File: config.mk
export PLATFORM = sky130hd
export DESIGN_NAME = captura_digitos
export DESIGN_NICKNAME = d
export VERILOG_FILES = /design/src/rtl/captura_digitos.sv
export SDC_FILE = /design/constraint.sdc
export NUM_CORES = 1
export LEC_CHECK = 0
export CAP_MARGIN = 20
export CORE_MARGIN = 1
export CORE_UTILIZATION = 42
export CTS_CLUSTER_DIAMETER = 150
export CTS_CLUSTER_SIZE = 16
export DETAILED_ROUTE_END_ITERATION = 10
export PLACE_DENSITY = 0.83
export SLEW_MARGIN = 10
export SYNTH_ARGS = -nofsm -noshare
export SYNTH_HDL_FRONTEND = slang
export SYNTH_SLANG_ARGS = --single-unit
File: constraint.sdc
create_clock -name clk -period 1.7 [get_ports clk]
set_clock_uncertainty 0.15 [all_clocks]
set_input_delay 0.255 -clock clk [delete_from_list [all_inputs] [get_ports clk]]
set_output_delay 0.255 -clock clk [all_outputs]
set_load 0.02 [all_outputs]
File: src/rtl/captura_digitos.sv
// Keypad digit capture: assembles up to two BCD digits
// and flags the committed entry for the concatenation stage.
module captura_digitos #(
    parameter logic [3:0] KEY_CLEAR = 4'hC,
    parameter logic [3:0] KEY_ENTER = 4'hE
) (
    input  logic       clk,
    input  logic       rst_n,
    input  logic [3:0] key_code,
    input  logic       key_valid,
    output logic [3:0] dec,
    output logic [3:0] uni,
    output logic [1:0] digit_cnt,
    output logic       num_ready,
    output logic       num_strobe
);

    typedef enum logic [1:0] {
        VACIO = 2'd0,
        UNO   = 2'd1,
        DOS   = 2'd2,
        LISTO = 2'd3
    } state_t;

    state_t state;
    logic   kv_q;
    logic   accept;
    logic   is_dig;
    logic   is_clr;
    logic   is_ent;

    // Rising edge of key_valid; key classification
    always_comb begin
        accept = key_valid & ~kv_q;
        is_dig = (key_code <= 4'd9);
        is_clr = (key_code == KEY_CLEAR);
        is_ent = (key_code == KEY_ENTER);
    end

    // Entry FSM with registered digit and flag outputs
    always_ff @(posedge clk) begin
        if (!rst_n) begin
            state      <= VACIO;
            kv_q       <= 1'b1;
            dec        <= 4'h0;
            uni        <= 4'h0;
            digit_cnt  <= 2'd0;
            num_ready  <= 1'b0;
            num_strobe <= 1'b0;
        end else begin
            kv_q       <= key_valid;
            num_strobe <= 1'b0;
            if (accept) begin
                if (is_clr) begin
                    state     <= VACIO;
                    dec       <= 4'h0;
                    uni       <= 4'h0;
                    digit_cnt <= 2'd0;
                    num_ready <= 1'b0;
                end else begin
                    unique case (state)
                        VACIO, LISTO: begin
                            if (is_dig) begin
                                state     <= UNO;
                                dec       <= 4'h0;
                                uni       <= key_code;
                                digit_cnt <= 2'd1;
                                num_ready <= 1'b0;
                            end
                        end
                        UNO: begin
                            if (is_dig) begin
                                state     <= DOS;
                                dec       <= uni;
                                uni       <= key_code;
                                digit_cnt <= 2'd2;
                            end else if (is_ent) begin
                                state      <= LISTO;
                                num_ready  <= 1'b1;
                                num_strobe <= 1'b1;
                            end
                        end
                        DOS: begin
                            if (is_ent) begin
                                state      <= LISTO;
                                num_ready  <= 1'b1;
                                num_strobe <= 1'b1;
                            end
                        end
                        default: state <= VACIO;
                    endcase
                end
            end
        end
    end

endmodule

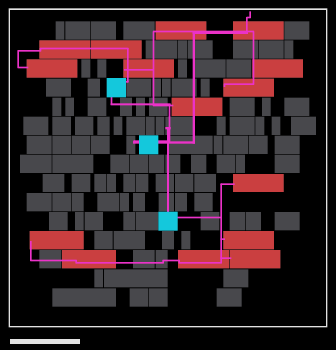
clk_routes.png
Scale bar: 10 um.
cyan -> clock drivers  # count 3
magenta -> clock wires  # length 195 um
red -> flip-flops  # count 15
flops lie = all over the die
routed clock nets = 4

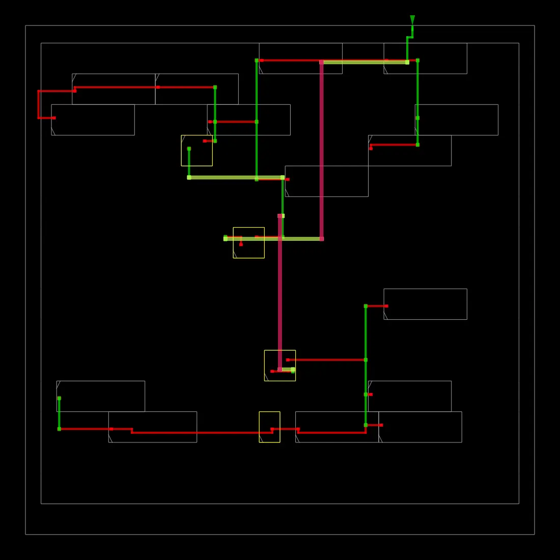
clocks.png
Num CTS Buffers: 3
Skew-Pair Late Insertion Delay: 0.28 ns
clock net sink count: 15

==> impl.org <==
#+TITLE: Implementation results

** Detailed routing
- Wire length reported by the detailed router :: 1770 um
- DR vias/cell :: 4.97
- The routed design shows a wire length per standard cell of 11.8 um.
- Signal routing reaches up to met4.
- Final antenna-violating net count :: 0
- After detailed routing, the met2 layer carries 856 um of wire.
- The pre-antenna-repair detailed-routing pass consisted of 4 iterations.
- Wire segments on met3 add up to 61 um in the final route.
- In the routed design, unresolved DRC markers number 0.
- Violation count after the first detailed-routing iteration :: 19
- M1 WL :: 809 um
- Routed via count :: 746

** Job
- The logs give a warning total of 28.
- Number of max-capacitance violations reported :: 0

** STA
- Looking at the max-slew report, the worst-margin pin has a slew of 0.287 ns.
- Dividing the final minimum period by the clock period gives 0.973.
- Hold-check failures listed in the final report amount to 0.
- Final-layout worst hold slack :: 0.314 ns
- Number of setup violations in the final report :: 0
- Max-slew violation count :: 0
- Crit path time final :: 1.65 ns
- Final sum of negative setup slack :: 0 ns
- The max-slew check reports its worst relative slack as 0.808.
- Highest attainable clock frequency :: 604 MHz
- Setup slack of the critical path after layout :: 0.0454 ns

** Logic synthesis
- Per the synth log, the flip-flop and latch total comes to 15.
- Floorplan net count :: 101
- Cells taking the most area after synthesis :: dfxtp_1 39%, mux2i_1 13%, nand2_1 9.6%
- Synth Seq Share :: 0.385
- Sorting the Yosys area breakdown by cell type puts at the top dfxtp_1.
- Of the post-synthesis cell area, the dominant cell type holds 0.385.
- For this run, the leading register cell type out of synthesis is dfxtp_1.
- In the synthesized netlist, the number of instances is 91.
- In this run, synthesis inferred 0 flip-flops with an integrated enable.
- The synthesized netlist occupies a cell area of 779 um^2.
- Per the synth stats, the proportion of register bits with asynchronous set or reset is 0.
- A synthesized cell averages 8.57 um^2.
- Looking at the gate-level netlist, the highest instance count belongs to nand2_1.
- Number of warnings reported in the yosys synthesis log :: 0
- Synthesis area per yosys :: 779 um^2
- Synth top cells by count :: 20 x nand2_1, 15 x dfxtp_1, 10 x mux2i_1
- Per the Yosys statistics, synthesis produced 91 cells.
- Unique cell types :: 26

** Die
- The initial utilization of the core area, before any placement, comes to 0.451.
- According to the floorplan report, the die width is 45.1 um.
- Tap Cells :: 25
- The chip occupies 2030 um^2.
- Row generation in the floorplan step produced 15 rows.
- Vertical die size :: 45.1 um
- For this design the top-level I/O count stands at 19.
- The core region is 1730 um^2.

** Cells and area
- The final design was reported to hold multi-input combinational gates totalling 67.
- The layout has 3 clock buffers.
- Clock network area share :: 0.0236
- Of the cells placed in the final design, the portion with a size suffix greater than 1 is 0.240.
- Largest cell class by area :: multi-input combinational cells
- The layout report lists the multi-input gate area as 475 um^2.
- Measured on the finished design, the core utilization comes to 0.677.
- Per the final report, the share of cell area in non-clock buffers is 0.271.
- The final layout report lists a non-clock buffer count of 35.
- In the finished design the tool counted flip-flops and latches totalling 15.
- Sequential cell area :: 303 um^2
- Number of nets at the end of the flow :: 136
- By instance count after routing, the leading logic cell type is nand2_1.
- Most used cells in the layout excluding fill and tap cells :: 20 x nand2_1, 17 x buf_4, 13 x dfxtp_1, 13 x clkdlybuf4s50_1, 10 x mux2i_1
- The final layout report lists a non-clock inverter count of 4.
- Final std cell area, no fill :: 1170 um^2
- Flop share of the area :: 0.259
- Between the synthesized netlist and the finished layout, the area growth was recorded as 49.9%.
- Logic share of the area :: 0.407
- Number of standard cells in the layout, taps in and fillers out :: 150
- Fill cell total of the finished layout :: 163
- Antenna cell count :: 0

** Clock tree
- For reference, the clock transition at the flip-flops on the worst setup and hold paths is 0.09 ns.
- No sink is reached through more buffers than the 2 on the longest clock path.
- The number of gates resized after CTS was 5.
- Post-CTS setup buffers :: 0
- TritonCTS clock tree :: done
- CTS H-Tree Depth :: 1
- Hold-fix buffer count after cts :: 0
- CTS placed an instance of clkbuf_4 at the clock tree root.

** Placement
- # placed instances :: 145
- The placement summary gives the final routability congestion estimate as 0.920.
- Setup WS pre-CTS :: -0.254 ns
- The placement report lists the number of port buffers as 18.
- For this run the detailed placement stage logged an HPWL of 1350 um.
- Cell area after placement :: 1080 um^2

** Worst hold path
- Worst min-delay path class :: reg2reg

** Pwr
- In this run the static leakage power is 0.571 nW.
- The script computed the net switching share of total power as 0.258.
- Power group with the highest consumption :: sequential cells
- Design Power :: 0.691 mW
- Of the total power, combinational logic draws 0.180.
- Per report_power, the Clock row totals 0.204 mW.
- Total combinational power :: 0.125 mW
- Power per Cell Area :: 591 nW/um^2
- The power report attributes to the sequential group a share of 0.524.
- Sequential group power :: 0.362 mW
- Looking at the VDD voltage map, the peak drop is 0.417 mV.
- The power report attributes to the clock group a share of 0.295.
- Internal power comes to 0.513 mW.
- For this design the total switching power over the nets is 0.178 mW.

** Critical path
- Combined buffer and inverter count along the critical path :: 1
- Counting cells, the worst reg-to-reg path comes to 6.
- Among all stages on the critical path, the largest delay is contributed by clkdlybuf4s50_1.
- Grouping stages by cell kind, the critical path spends the most delay in buffers and inverters.
- WP data required :: 1.29 ns
- The critical path goes through clkdlybuf4s50_1.
- The worst-case reg-to-reg setup slack stands at 0.06 ns.
- Capturing element of the worst setup path :: num_ready
- The setup path with the least slack is of type reg2out.
- Crit end category :: output port
- Largest driver fanout on the critical path :: 2
- Crit path DAT :: 1.25 ns
- Number of cells on the critical path :: 1
- In this run the critical register-to-register path is launched from state[0].
- Maximum cell stage delay along the critical path :: 0.61 ns
- The worst setup path is launched from a register.
- Crit path from :: num_ready
- Capture point of the worst reg-to-reg path :: state[0]

** Outcome
- The run finished with clean final reports.

** Global route
- Via count of the first global-routing pass :: 660
- Entering global routing, the biggest net connects 14 pins.
- Total global-route track usage over all layers is 0.190.
- Met1 usage :: 0.252
- Sum of overflow across all layers after global routing :: 0
- The first global-routing pass estimated 2790 um of wire.
- Grt met2 use :: 0.287
- Top Usage Layer GRT :: met2
- GR Layer Usage met3 :: 0.0480
- Number of antenna violations at the first check in global routing :: 0
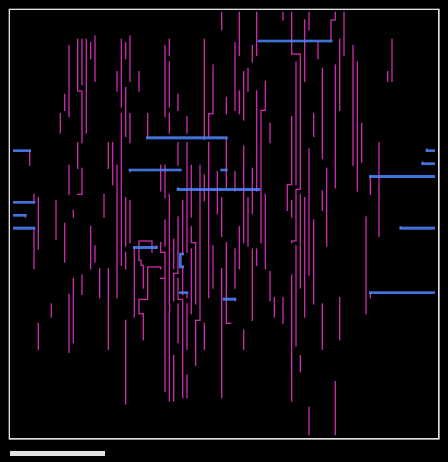
wires.png
Scale bar: 10 um. Two of the layers only.
magenta -> metal 2  # wire length 857 um
blue -> metal 3  # wire length 61.4 um

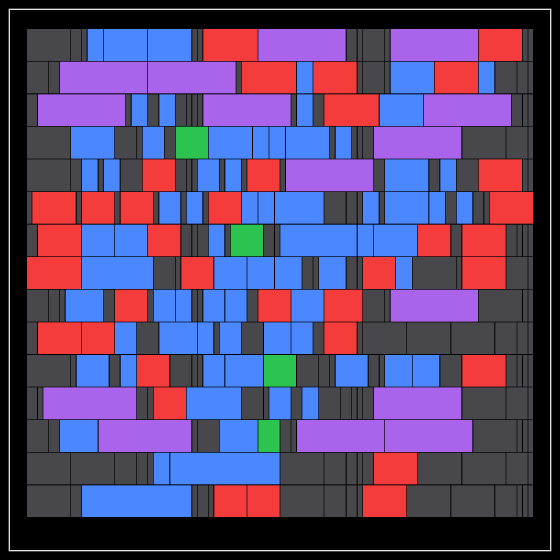
placement_by_type.png
Fill, decap, tap and diode cells in grey.
purple -> sequential cells  # cells 15
blue -> combinational and other logic  # cells 71
red -> remaining buffers and delay cells  # cells 35
green -> clock drivers and dummy loads  # cells 4

[cells by family (layout without fill, tap and decap cells)]
group | Yosys count | after routing | share of synthesized area
fa+ha+maj | 3 | 3 | 0.0482
compound gates | 16 | 16 | 0.133
flops | 15 | 15 | 0.385
simple gates | 38 | 38 | 0.241
buf+inv | 9 | 43 | 0.0642
mux | 10 | 10 | 0.128
[how the worst min path moves through the flow]
stage	slack, ns	depth (start not counted)	from	to
after detailed placement	0.31	2	dec[0]	dec[0]
after floorplan	0.21	1	key_valid	kv_q
after global placement	0.30	2	dec[1]	dec[1]
final	0.31	2	dec[0]	dec[0]
after CTS	0.32	2	dec[0]	dec[0]
after global routing	0.33	2	dec[0]	dec[0]
[state kept, by name, indices dropped and copies added (netlist names)]
name	count
num_ready	1
digit_cnt	2
dec	4
kv_q	1
state	2
num_strobe	1
uni	4
Power figures rest on the tool's default switching activity, not on a simulated workload.
